## src/rtl/dram_arbiter.sv

```systemverilog
// Two-requester arbiter for a shared 8-lane DRAM port.
// Requester 0 is fetch and requester 1 is ser_aggregate. The holder's lanes go
// straight through to the DRAM port, and completions route back only to the holder.
// The grant never moves while a lane is still waiting on a completion. The grant
// is handed over when the holder goes quiet. It is also handed over when the
// holder has held for HOLD_MAX cycles and the other requester is waiting.
//
// state   | meaning
// --------+-----------------------------------------------
// IDLE    | no grant; DRAM port driven to zero
// GNT0    | requester 0 (fetch) owns the DRAM port
// GNT1    | requester 1 (ser_aggregate) owns the DRAM port
module dram_arbiter #(
  parameter int HOLD_MAX = 64
) (
  input  logic             clk,
  input  logic             reset,
  input  logic             en,
  input  logic [7:0]       req0_en,
  input  logic             req0_rdwr,
  input  logic [7:0][63:0] req0_addr,
  input  logic [7:0][7:0]  req0_wdata,
  output logic [7:0]       req0_valid,
  output logic [7:0][7:0]  req0_rdata,
  input  logic [7:0]       req1_en,
  input  logic             req1_rdwr,
  input  logic [7:0][63:0] req1_addr,
  input  logic [7:0][7:0]  req1_wdata,
  output logic [7:0]       req1_valid,
  output logic [7:0][7:0]  req1_rdata,
  output logic [7:0]       dram_en,
  output logic             dram_rdwr,
  output logic [7:0][63:0] dram_addr,
  output logic [7:0][7:0]  data_to_dram,
  input  logic [7:0]       dram_valid,
  input  logic [7:0][7:0]  data_from_dram,
  output logic [1:0]       gnt,
  output logic             busy
);

  if (HOLD_MAX < 1 || HOLD_MAX > 255) begin : g_bad_hold_max
    $error("dram_arbiter: HOLD_MAX must be within 1..255");
  end

  // The state encoding doubles as the one-hot grant vector.
  typedef enum logic [1:0] {
    ST_IDLE = 2'b00,
    ST_GNT0 = 2'b01,
    ST_GNT1 = 2'b10
  } state_t;

  localparam logic [7:0] HOLD_MAX_C = 8'(HOLD_MAX);

  state_t     state_q, state_d;
  logic [1:0] gnt_q, gnt_d;
  logic       busy_q, busy_d;
  logic       last_served_q, last_served_d;
  logic [7:0] hold_q, hold_d;
  logic [7:0] out_q, out_d;

  logic       req0_act;
  logic       req1_act;
  logic       out_empty;
  logic       hold_expired;
  logic       grant_change;

  assign req0_act     = |req0_en;
  assign req1_act     = |req1_en;
  assign out_empty    = (out_q == 8'h00);
  assign hold_expired = (hold_q >= HOLD_MAX_C);
  assign gnt          = gnt_q;
  assign busy         = busy_q;

  // Next grant decision: arbitrate from idle, release on quiet, preempt on long hold.
  always_comb begin
    state_d = state_q;
    case (state_q)
      ST_IDLE: begin
        if (en) begin
          if (req0_act && req1_act) begin
            state_d = last_served_q ? ST_GNT0 : ST_GNT1;
          end else if (req0_act) begin
            state_d = ST_GNT0;
          end else if (req1_act) begin
            state_d = ST_GNT1;
          end
        end
      end
      ST_GNT0: begin
        if (out_empty) begin
          if (!req0_act) begin
            state_d = (req1_act && en) ? ST_GNT1 : ST_IDLE;
          end else if (hold_expired && req1_act && en) begin
            state_d = ST_GNT1;
          end
        end
      end
      ST_GNT1: begin
        if (out_empty) begin
          if (!req1_act) begin
            state_d = (req0_act && en) ? ST_GNT0 : ST_IDLE;
          end else if (hold_expired && req0_act && en) begin
            state_d = ST_GNT0;
          end
        end
      end
      default: state_d = ST_IDLE;
    endcase
  end

  // Bookkeeping that follows the grant: outstanding lanes, hold timer, fairness bit.
  always_comb begin
    grant_change  = (state_d != state_q);
    gnt_d         = state_d;
    busy_d        = (state_d != ST_IDLE);
    last_served_d = last_served_q;
    hold_d        = hold_q;
    out_d         = (out_q & ~dram_valid) | (dram_en & ~dram_valid);
    if (grant_change) begin
      out_d  = 8'h00;
      hold_d = 8'h00;
      if (state_d == ST_GNT0) begin
        last_served_d = 1'b0;
      end else if (state_d == ST_GNT1) begin
        last_served_d = 1'b1;
      end
    end else if (state_q == ST_IDLE) begin
      hold_d = 8'h00;
    end else if (hold_q != 8'hFF) begin
      hold_d = hold_q + 8'h01;
    end
  end

  // Zero-latency steering between the holder and the shared DRAM port.
  always_comb begin
    dram_en      = '0;
    dram_rdwr    = 1'b0;
    dram_addr    = '0;
    data_to_dram = '0;
    req0_valid   = '0;
    req0_rdata   = '0;
    req1_valid   = '0;
    req1_rdata   = '0;
    case (state_q)
      ST_GNT0: begin
        dram_en      = req0_en;
        dram_rdwr    = req0_rdwr;
        dram_addr    = req0_addr;
        data_to_dram = req0_wdata;
        req0_valid   = dram_valid;
        req0_rdata   = data_from_dram;
      end
      ST_GNT1: begin
        dram_en      = req1_en;
        dram_rdwr    = req1_rdwr;
        dram_addr    = req1_addr;
        data_to_dram = req1_wdata;
        req1_valid   = dram_valid;
        req1_rdata   = data_from_dram;
      end
      default: ;
    endcase
  end

  // State and registered outputs; reset drops the grant without waiting for a clock.
  always_ff @(posedge clk or posedge reset) begin
    if (reset) begin
      state_q       <= ST_IDLE;
      gnt_q         <= 2'b00;
      busy_q        <= 1'b0;
      last_served_q <= 1'b1;
      hold_q        <= 8'h00;
      out_q         <= 8'h00;
    end else begin
      state_q       <= state_d;
      gnt_q         <= gnt_d;
      busy_q        <= busy_d;
      last_served_q <= last_served_d;
      hold_q        <= hold_d;
      out_q         <= out_d;
    end
  end

endmodule

```

## config.mk

```make
export PLATFORM = sky130hd
export DESIGN_NAME = dram_arbiter
export DESIGN_NICKNAME = d
export VERILOG_FILES = /design/src/rtl/dram_arbiter.sv
export SDC_FILE = /design/constraint.sdc
export NUM_CORES = 1
export LEC_CHECK = 0
export CAP_MARGIN = 20
export CORE_AREA = 2 2 768 770
export CTS_CLUSTER_DIAMETER = 50
export DETAILED_ROUTE_END_ITERATION = 7
export DIE_AREA = 0 0 770 772
export HOLD_SLACK_MARGIN = 0.1
export SLEW_MARGIN = 20
export SYNTH_ARGS = -nofsm -noshare
export SYNTH_HDL_FRONTEND = slang
export SYNTH_SLANG_ARGS = --single-unit
```

## constraint.sdc

```tcl
create_clock -name clk -period 2.3 [get_ports clk]
set_input_delay 0.46 -clock clk [delete_from_list [all_inputs] [get_ports clk]]
set_output_delay 0.46 -clock clk [all_outputs]
set_load 0.02 [all_outputs]
```

Figure 1. Clock distribution.
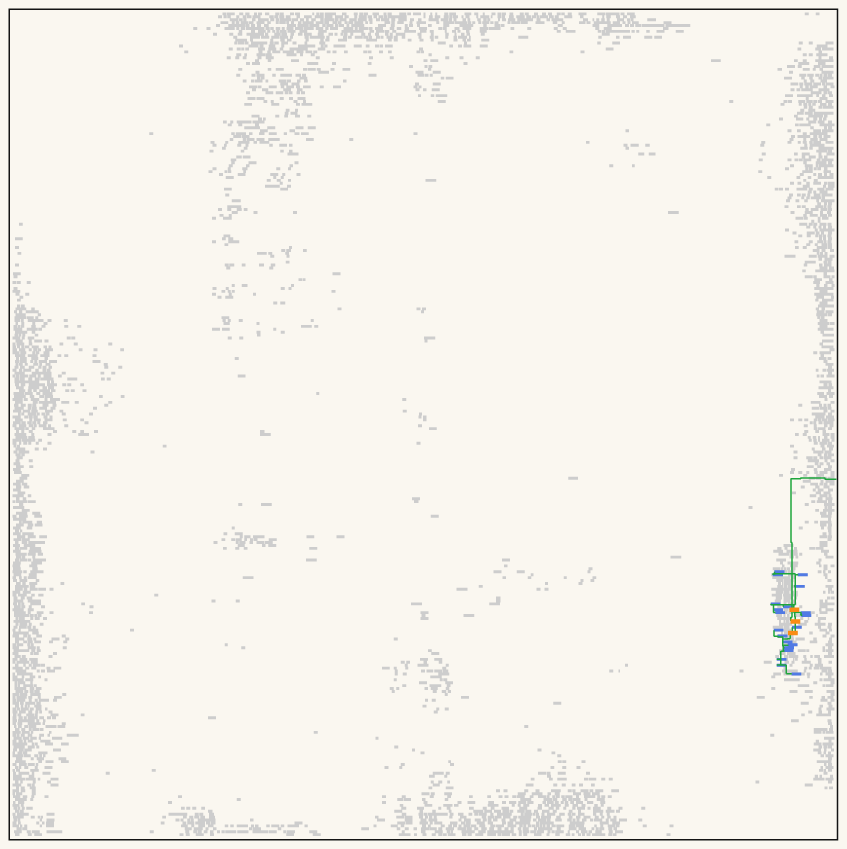
blue -> flip-flops  # count 20
green -> clock wires  # length 422 microns
orange -> clock drivers  # count 3
routed clock nets = 4
flops lie = lower right

Figure 2. Routing congestion.
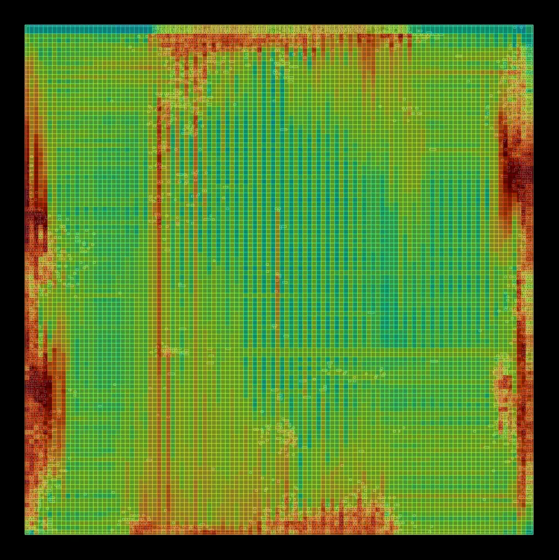
grt peak-use layer: met2
WL per Instance: 44.0 microns

Figure 3. Cell classes on the final placement.
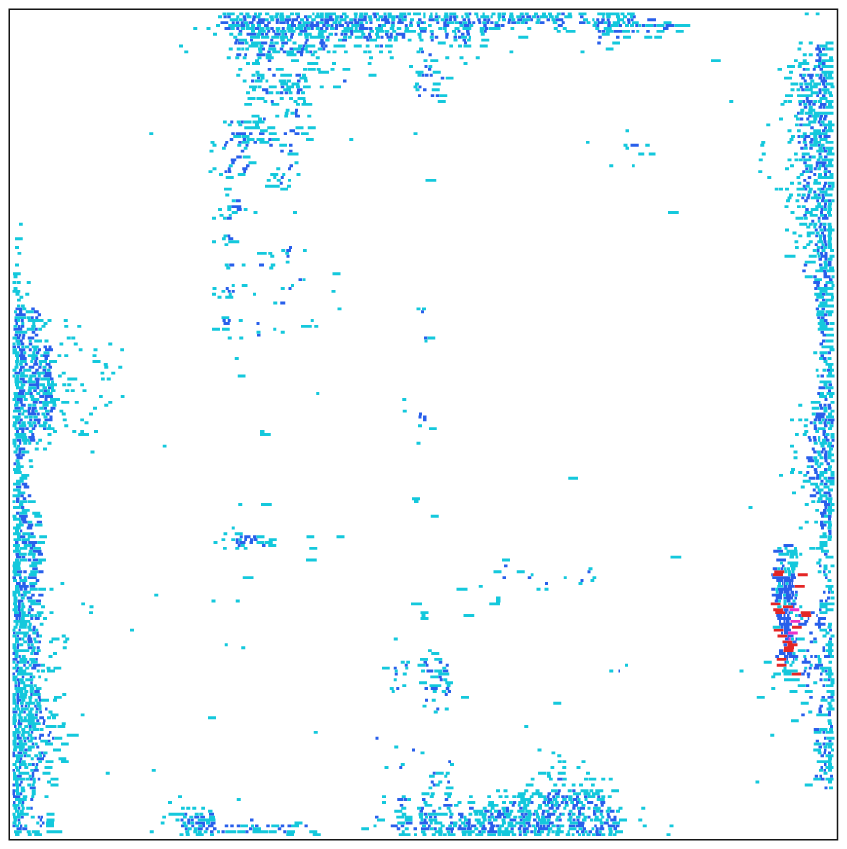
cyan -> other buffers and delay cells  # cells 2321, share of their area 69%
blue -> combinational and other logic  # cells 1410, share of their area 30%
magenta -> clock drivers and dummy loads  # cells 4, share of their area 0.20%
red -> flops  # cells 20, share of their area 1.3%

==> results.toml <==
# yosys + openroad results
[placement]
place_area_sq_um = 47100
dp_cells = 11500
io_buffers = 1976

[yosys]
yosysTopAreaCellShare_pct = 39.6
ys_seq_share_pct = 4.53
synth.cellmix.compoundShare_pct = 41.8
async_flop_share_pct = 100
ys_area_sq_um = 11100
synth_warnings = 0
ys_sh_xor_pct = 0.237
numSynthFlops = 20
ys.flop_type = "dfrtp_1"
syn_inst = 1644

[worst_setup_path]
start_kind = "register"
path_class = "reg2out"
crit_fanout = 15
required_ns = 1.84

[floorplan]
die_w_microns = 770
die-area_sq_um = 594000
fp_util_pct = 1.89
core-area_sq_um = 587000
fp.dieH_microns = 772

[clock_tree]
cts_tree = "yes"
htreeDepth = 1
numClockSinks = 20
worstSkewPairLatency_ns = 0.25
cts_buffers = 3

[global_routing]
globalRouteTotalUtil_pct = 16.3
grt_start_max_net_pins = 77
grt_pass1_vias = 23800

[drt]
first_pass_iters = 5
routed_wl_microns = 519000
via_per_inst = 2.42
via_count = 28500
drtIter0Drc = 2366

[sta]
tightest_slew_ns = 0.723
maxSlewHeadroom_pct = 51.4
finalSetupViolations = 710
finalHoldViolCount = 0
fin_worst_skew_ns = 0.00274
maxSlewViolCount = 0
fin_ws_ns = -0.582
timing.final.crit_period_ns = 2.88
fmax_mhz = 347

[cells_and_area]
finish.utilization_pct = 8.63
seqCellArea_sq_um = 504
syn_to_final_growth_pct = 357
comb_area_sq_um = 12100
final_cell_mix = "clkdlybuf4s50_1, nor2b_2, a22oi_1"
finalNonFillerCells = 11800

[status]
violations = "setup timing"
outcome = "complete, but fails checks"

[pwr]
total_power_w = 0.0573
peakVddDrop_uv = 761
power.density_nw_per_um2 = 1130

[flow_run]
cap_violations = 0
log.warning_count = 34
Figure 4. Wiring by layer.
Two of the layers only.
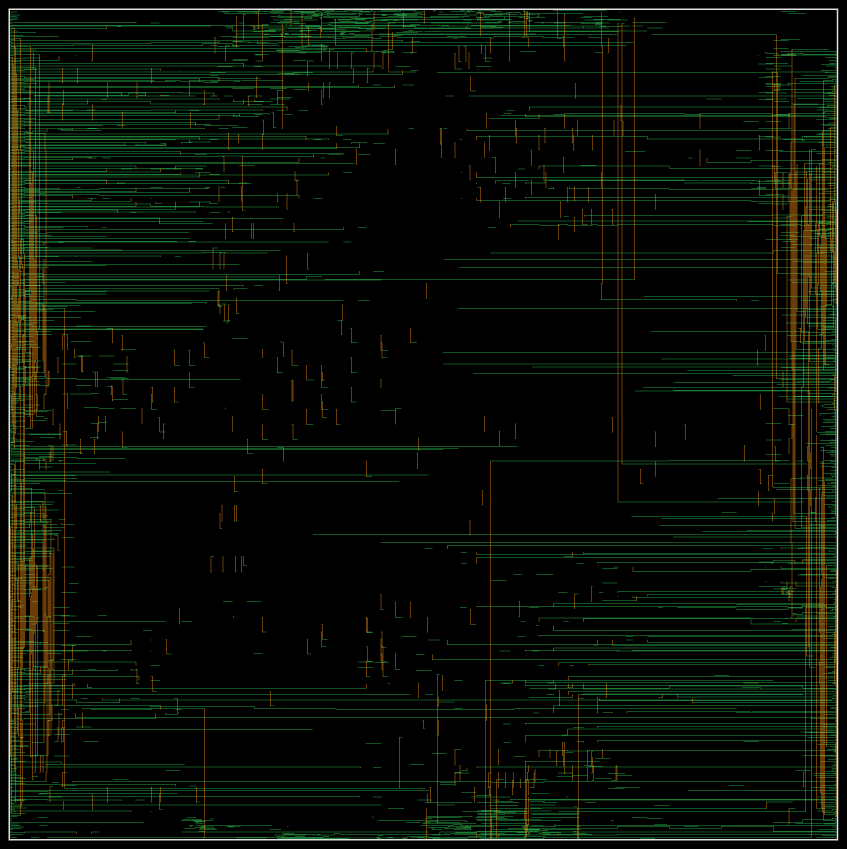
orange -> metal 4  # wire length 30.9 mm
green -> metal 3  # wire length 87.2 mm

Figure 5. Pin map.
Pins as bars across the die edge, other pins in gray.
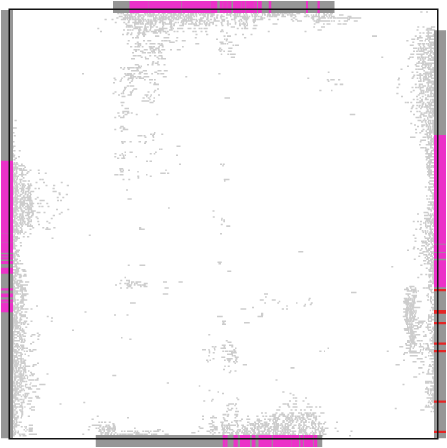
red -> req1_valid  # pins 8, direction output, edge right
blue -> dram_rdwr  # pins 1, direction output, edge bottom
magenta -> dram_addr  # pins 512, direction output, edge 171 right, 148 top, 126 left, 67 bottom

where the power goes:
part           switching, W  internal (W)  total, W
clock              0.000134      0.000236  0.000370
combinational        0.0291        0.0273    0.0564
sequential        0.0000807      0.000431  0.000512
cell families (layout without fill, tap and decap cells):
| group | after synthesis | count (layout) |
|---|---|---|
| xor+xnor | 3 | 3 |
| buf+inv | 221 | 2332 |
| mux | 2 | 2 |
| simple gates | 780 | 780 |
| other cells | 0 | 228 |
| flops | 20 | 20 |
| compound gates | 611 | 611 |
| fa+ha+maj | 7 | 7 |
what timing repair did:
action / 4_1_cts / 5_1_grt
pin swaps: 19 / 27
setup buffers: 20 / 44
resized: 452 / 771
cloned: 8 / 36
hold buffers: 0 / 0
endpoints found under the setup margin: 738 / 736
cells in the mapped netlist (3+ instances only):
cell,n
a21oi_1,4
a22oi_1,585
and2_1,144
and3_1,3
buf_1,8
clkbuf_1,204
dfrtp_1,19
ha_1,7
inv_1,7
nand2_1,3
nand2b_1,3
nand3_1,4
nor2_1,11
nor2b_1,586
nor3_1,3
nor3_2,10
nor4_2,3
nor4_4,4
o21ai_0,4
through the flow:
stage | setup WS [ns] | setup TNS [ns]
floorplan | -0.0152 | -0.115
CTS | -0.702 | -329.09
finish | -0.582 | -241.06
global placement | -2.80 | -241.53
global route | -0.557 | -289.68
detailed placement | -1.13 | -231.61
flip-flops by register name (all words and copies together), names as in the netlist:
name and flops:
hold_q 8, out_q 8, gnt 2, busy 1
last_served_q 1
final timing paths:
kind                                           startpoint                   endpoint  depth (start not counted)  slack [ns]
worst max register to register           gnt[1]$_DFF_PP0_         out_q[3]$_DFF_PP0_                         12       -0.39
worst max-delay path                     gnt[0]$_DFF_PP0_             dram_addr[147]                          8       -0.58
max in group asynchronous                           reset  last_served_q$_DFFE_PP1P_                          3        1.40
worst min register to register  last_served_q$_DFFE_PP1P_  last_served_q$_DFFE_PP1P_                          2        0.50
worst min-delay path            last_served_q$_DFFE_PP1P_  last_served_q$_DFFE_PP1P_                          2        0.50
min in group asynchronous                           reset         out_q[1]$_DFF_PP0_                          3        0.60
final cells by class:
type,instances,area share (%)
diodes,228,1.13
clock buffers,4,0.156
repair buffers,2321,54.6
flip-flops and latches,20,0.995
multi-input cells,1403,23.8
inverters,7,0.0618
well taps,7810,19.3
critical path: stages, from the launching register on:
cell     delay [ns]
dfrtp_2        0.42
inv_4          0.06
ha_4           0.18
buf_12         0.16
buf_4          0.23
buf_4          0.19
a22oi_1        0.57
nor2b_2        0.12
buf_12         0.17
per-layer routing:
layer,vias up,global-route usage (%),part of all wire [%]
li1,10500,-,-
met1,12800,15.7,32
met2,3268,25.9,44
met3,1562,12.2,17
met4,414,7.79,5.9
met5,-,0,0.59
Power is estimated from default activity; no workload was simulated.
